Figure 1. Cell density map.
The die is cut into 7 by 7 equal tiles; white is low, dark blue is high, 0 to 100% covered.
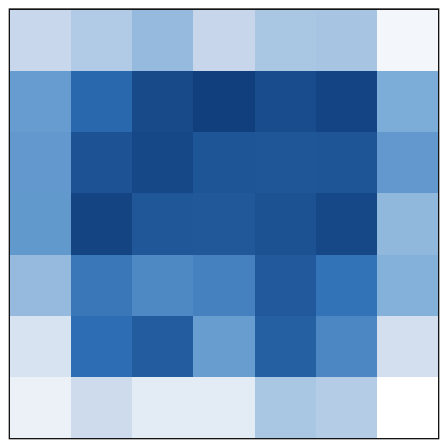
Figure 2. Signal wires on met2.
Cells faint in the background.
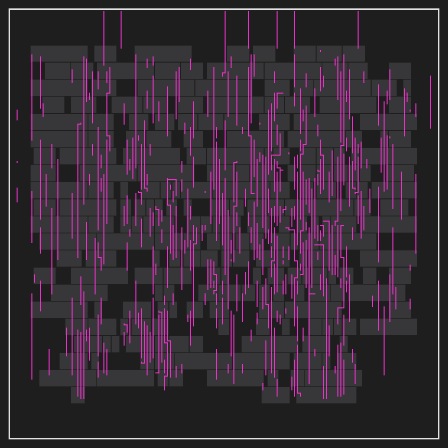
Figure 3. The metal 1 layer.
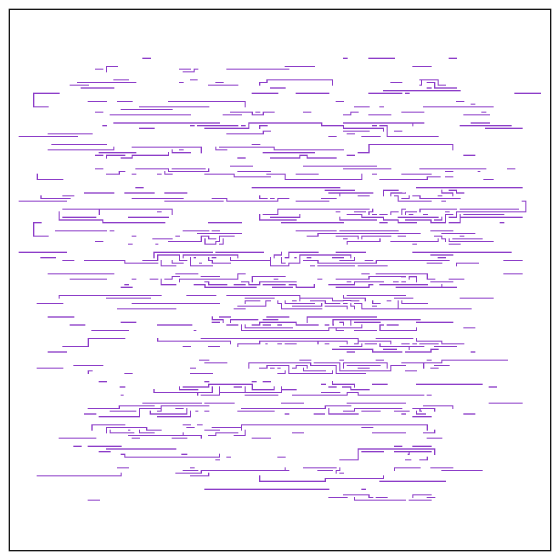
[config.mk]
export PLATFORM = sky130hd
export DESIGN_NAME = coax_rx
export DESIGN_NICKNAME = d
export VERILOG_FILES = /design/src/rtl/coax_rx.sv
export SDC_FILE = /design/constraint.sdc
export NUM_CORES = 1
export LEC_CHECK = 0
export ABC_AREA = 0
export CORE_MARGIN = 3
export CORE_UTILIZATION = 63
export CTS_CLUSTER_SIZE = 25
export DETAILED_ROUTE_END_ITERATION = 10
export GPL_TIMING_DRIVEN = 0
export PLACE_DENSITY = 0.93
export REMOVE_ABC_BUFFERS = 1
export SKIP_CTS_REPAIR_TIMING = 1
export SLEW_MARGIN = 30
export SYNTH_ARGS = -nofsm -noshare
export SYNTH_HDL_FRONTEND = slang
export SYNTH_SLANG_ARGS = --single-unit
[constraint.sdc]
create_clock -name clk -period 4.29 [get_ports clk]
set_input_delay 0.858 -clock clk [delete_from_list [all_inputs] [get_ports clk]]
set_output_delay 0.858 -clock clk [all_outputs]
set_load 0.05 [all_outputs]
[src/rtl/coax_rx.sv]
// Coax serial word receiver: mid-cell transition bit decoding, quiesce plus code-violation
// frame sync, then 10-bit words (MSB first) each followed by an even-parity bit.
module coax_rx #(
    parameter int CLOCKS_PER_BIT = 8
) (
    input  logic       clk,
    input  logic       reset,
    input  logic       rx,
    output logic       active,
    output logic [9:0] data,
    output logic       strobe,
    output logic       parity_error,
    output logic       error
);
    localparam int PW = $clog2(CLOCKS_PER_BIT);
    localparam int WW = $clog2(2 * CLOCKS_PER_BIT) + 1;

    localparam logic [PW-1:0] PH_LAST = PW'(CLOCKS_PER_BIT - 1);
    localparam logic [PW-1:0] PH_HALF = PW'(CLOCKS_PER_BIT / 2);
    localparam logic [PW-1:0] WIN_LO  = PW'(CLOCKS_PER_BIT / 4);
    localparam logic [PW-1:0] WIN_HI  = PW'(3 * CLOCKS_PER_BIT / 4);
    localparam logic [PW-1:0] PH_TMO  = PW'(3 * CLOCKS_PER_BIT / 4 + 1);
    localparam logic [WW-1:0] CV_MIN  = WW'(CLOCKS_PER_BIT + CLOCKS_PER_BIT / 4);
    localparam logic [WW-1:0] CV_MAX  = WW'(CLOCKS_PER_BIT + 3 * CLOCKS_PER_BIT / 4);
    localparam logic [WW-1:0] W_SAT   = WW'(2 * CLOCKS_PER_BIT);

    localparam logic [2:0] S_IDLE    = 3'd0;
    localparam logic [2:0] S_QUIESCE = 3'd1;
    localparam logic [2:0] S_CV_HIGH = 3'd2;
    localparam logic [2:0] S_CV_LOW  = 3'd3;
    localparam logic [2:0] S_SYNC    = 3'd4;
    localparam logic [2:0] S_DATA    = 3'd5;
    localparam logic [2:0] S_PARITY  = 3'd6;

    function automatic logic parity_mismatch(input logic [9:0] word, input logic pbit);
        return ^{word, pbit};
    endfunction

    logic          sync1_q, sync2_q, prev_q;
    logic [2:0]    state_q, state_d;
    logic [PW-1:0] phase_q, phase_d;
    logic          mid_seen_q, mid_seen_d;
    logic [WW-1:0] width_q, width_d;
    logic [2:0]    qcount_q, qcount_d;
    logic [3:0]    bitcnt_q, bitcnt_d;
    logic [9:0]    shift_q, shift_d;
    logic [9:0]    data_q, data_d;
    logic          perr_q, perr_d;
    logic          strobe_q, strobe_d;
    logic          error_q, error_d;
    logic          active_q, active_d;

    logic edge_s, rise_s, fall_s, accept_s, in_cv_s;

    assign edge_s   = sync2_q ^ prev_q;
    assign rise_s   = sync2_q & ~prev_q;
    assign fall_s   = ~sync2_q & prev_q;
    // One mid-cell transition per cell; boundary edges land outside the window.
    assign accept_s = edge_s && !mid_seen_q && (phase_q >= WIN_LO) && (phase_q <= WIN_HI);
    assign in_cv_s  = (width_q >= CV_MIN) && (width_q <= CV_MAX);

    // Next-state logic for the frame FSM, cell phase tracking and word assembly.
    always_comb begin
        state_d    = state_q;
        qcount_d   = qcount_q;
        bitcnt_d   = bitcnt_q;
        shift_d    = shift_q;
        data_d     = data_q;
        perr_d     = perr_q;
        active_d   = active_q;
        strobe_d   = 1'b0;
        error_d    = 1'b0;

        if (accept_s) begin
            phase_d    = PH_HALF;
            mid_seen_d = 1'b1;
        end else if (phase_q == PH_LAST) begin
            phase_d    = '0;
            mid_seen_d = 1'b0;
        end else begin
            phase_d    = phase_q + PW'(1);
            mid_seen_d = mid_seen_q;
        end

        if (edge_s) begin
            width_d = WW'(1);
        end else if (width_q != W_SAT) begin
            width_d = width_q + WW'(1);
        end else begin
            width_d = width_q;
        end

        case (state_q)
            S_IDLE: begin
                // Phase is unknown here: any falling edge is taken as the first 1 bit.
                if (fall_s) begin
                    state_d    = S_QUIESCE;
                    qcount_d   = 3'd1;
                    phase_d    = PH_HALF;
                    mid_seen_d = 1'b1;
                end else if (rise_s) begin
                    phase_d    = '0;
                    mid_seen_d = 1'b0;
                end else begin
                    state_d = S_IDLE;
                end
            end
            S_QUIESCE: begin
                if (accept_s) begin
                    qcount_d = fall_s ? ((qcount_q == 3'd5) ? 3'd5 : qcount_q + 3'd1) : 3'd0;
                end else if (!edge_s && (width_q > CV_MIN)) begin
                    state_d = (sync2_q && (qcount_q >= 3'd5)) ? S_CV_HIGH : S_IDLE;
                end else begin
                    state_d = S_QUIESCE;
                end
            end
            S_CV_HIGH: begin
                if (fall_s) begin
                    state_d = in_cv_s ? S_CV_LOW : S_IDLE;
                end else if (width_q > CV_MAX) begin
                    state_d = S_IDLE;
                end else begin
                    state_d = S_CV_HIGH;
                end
            end
            S_CV_LOW: begin
                if (rise_s && in_cv_s) begin
                    state_d    = S_SYNC;
                    phase_d    = '0;
                    mid_seen_d = 1'b0;
                    active_d   = 1'b1;
                end else if (rise_s || (width_q > CV_MAX)) begin
                    state_d = S_IDLE;
                end else begin
                    state_d = S_CV_LOW;
                end
            end
            S_SYNC, S_DATA, S_PARITY: begin
                if (accept_s) begin
                    case (state_q)
                        S_SYNC: begin
                            if (fall_s) begin
                                state_d  = S_DATA;
                                bitcnt_d = 4'd0;
                            end else begin
                                state_d  = S_IDLE;
                                active_d = 1'b0;
                            end
                        end
                        S_DATA: begin
                            shift_d = {shift_q[8:0], fall_s};
                            if (bitcnt_q == 4'd9) begin
                                state_d = S_PARITY;
                            end else begin
                                bitcnt_d = bitcnt_q + 4'd1;
                            end
                        end
                        S_PARITY: begin
                            data_d   = shift_q;
                            perr_d   = parity_mismatch(shift_q, fall_s);
                            strobe_d = 1'b1;
                            state_d  = S_SYNC;
                        end
                        default: state_d = S_IDLE;
                    endcase
                end else if ((phase_q == PH_TMO) && !mid_seen_q) begin
                    error_d  = 1'b1;
                    active_d = 1'b0;
                    state_d  = S_IDLE;
                end else begin
                    state_d = state_q;
                end
            end
            default: state_d = S_IDLE;
        endcase
    end

    // State, synchronizer and registered outputs.
    always_ff @(posedge clk or posedge reset) begin
        if (reset) begin
            sync1_q    <= 1'b0;
            sync2_q    <= 1'b0;
            prev_q     <= 1'b0;
            state_q    <= S_IDLE;
            phase_q    <= '0;
            mid_seen_q <= 1'b0;
            width_q    <= '0;
            qcount_q   <= 3'd0;
            bitcnt_q   <= 4'd0;
            shift_q    <= 10'd0;
            data_q     <= 10'd0;
            perr_q     <= 1'b0;
            strobe_q   <= 1'b0;
            error_q    <= 1'b0;
            active_q   <= 1'b0;
        end else begin
            sync1_q    <= rx;
            sync2_q    <= sync1_q;
            prev_q     <= sync2_q;
            state_q    <= state_d;
            phase_q    <= phase_d;
            mid_seen_q <= mid_seen_d;
            width_q    <= width_d;
            qcount_q   <= qcount_d;
            bitcnt_q   <= bitcnt_d;
            shift_q    <= shift_d;
            data_q     <= data_d;
            perr_q     <= perr_d;
            strobe_q   <= strobe_d;
            error_q    <= error_d;
            active_q   <= active_d;
        end
    end

    assign active       = active_q;
    assign data         = data_q;
    assign strobe       = strobe_q;
    assign parity_error = perr_q;
    assign error        = error_q;
endmodule

==> changes_impl.md <==
### Physical design

- Result of the run: finished clean
- Clk root buf: clkbuf_8
- Reg2Reg Depth: 6
- Yosys warning count: 0
- Vias: ~1,700
- Total gr overflow: 0
- Vias in the first global route: 1,632
- Clock group: between 0.2 and 0.25 mW
- Clock Path Buffers: 2
- Post-place instance area: 2630 um2
- Seq/Total Area, Yosys: around 47%
- Synth Cell Area: 2430 um2
- Period minus WS final: 2840 ps
- CP arrival: 3020 ps
- Hold path depth: 0
- RSZ-0062 raised after global routing: no
- Synth Area in XOR/XNOR: between 5 and 6%
- DP HPWL: 3040 um
- Hold EP: sync2_q
- Fin util: roughly 77%
- Largest net degree at the start of global routing: 30
- Initial antenna violation count: 0
- Log Warnings: 31
- Heaviest power group: registers
- Setup TNS: 0 ps
- Share of layout cells above drive strength 1: between 10% and 20%
- Max-area cell share: between 40% and 50%
- Worst path slowest cell: nor3b_2
- #FFs+latches synth: 46
- Main logic family: simple AND/OR/NAND/NOR gates
- Top Layout Cells: dfrtp_1, mux2_2, clkdlybuf4s50_1
- Dpl cells: 275
- Post-Synth AOI/OAI Area: between 10 and 15%
- # setup viols final: 0
- Pwr Total: around 0.96 mW
- Port bufs: 16
- Reg2reg end: data[8]
- First-pass GRT wire length: approximately 7000 um
Back to the opening pictures, Figure 1:
densest ninth of the die = center
tiles over 75% full = 39%
mean over tiles = 57%
fullest tile = 94%

Back to the opening pictures, Figure 2:
longest straight run = 24.8 um
share of all routed wire = 46%
main direction = vertical
wire length on this layer = 1,930 um

Back to the opening pictures, Figure 3:
nets with wire on the layer = 228
wire length on this layer = 2,030 um

routing by layer:
metal  vias to the layer above  wire length, um  global-route usage [%]
met5                         -                0                       0
met4                         0               58                    6.45
met3                         8              174                    5.58
met2                        31             1930                    30.9
met1                       799             2030                    27.7
li1                        816                -                       -
worst max path at each step:
stage                 start         end  slack, ps  depth (start not counted)
floorplan           sync2_q     data[0]       1950                          6
global placement      reset  width_q[0]       1510                          2
detailed placement  sync2_q     data[8]       1490                          6
CTS                 sync2_q     data[8]       1440                          6
global route        sync2_q     data[8]       1270                          6
finish              sync2_q     data[8]       1450                          6
layout make-up:
type                       count  area [um2]  area share (%)
clock buffer                   7        76.3            2.82
inverter                      12        45.0            1.67
timing repair buffer          17         180            6.66
tap                           46        57.6            2.13
multi-input combinational    154        1190            44.1
sequential                    46        1150            42.6
No activity file was given, so power comes from the tool's default toggle rates.
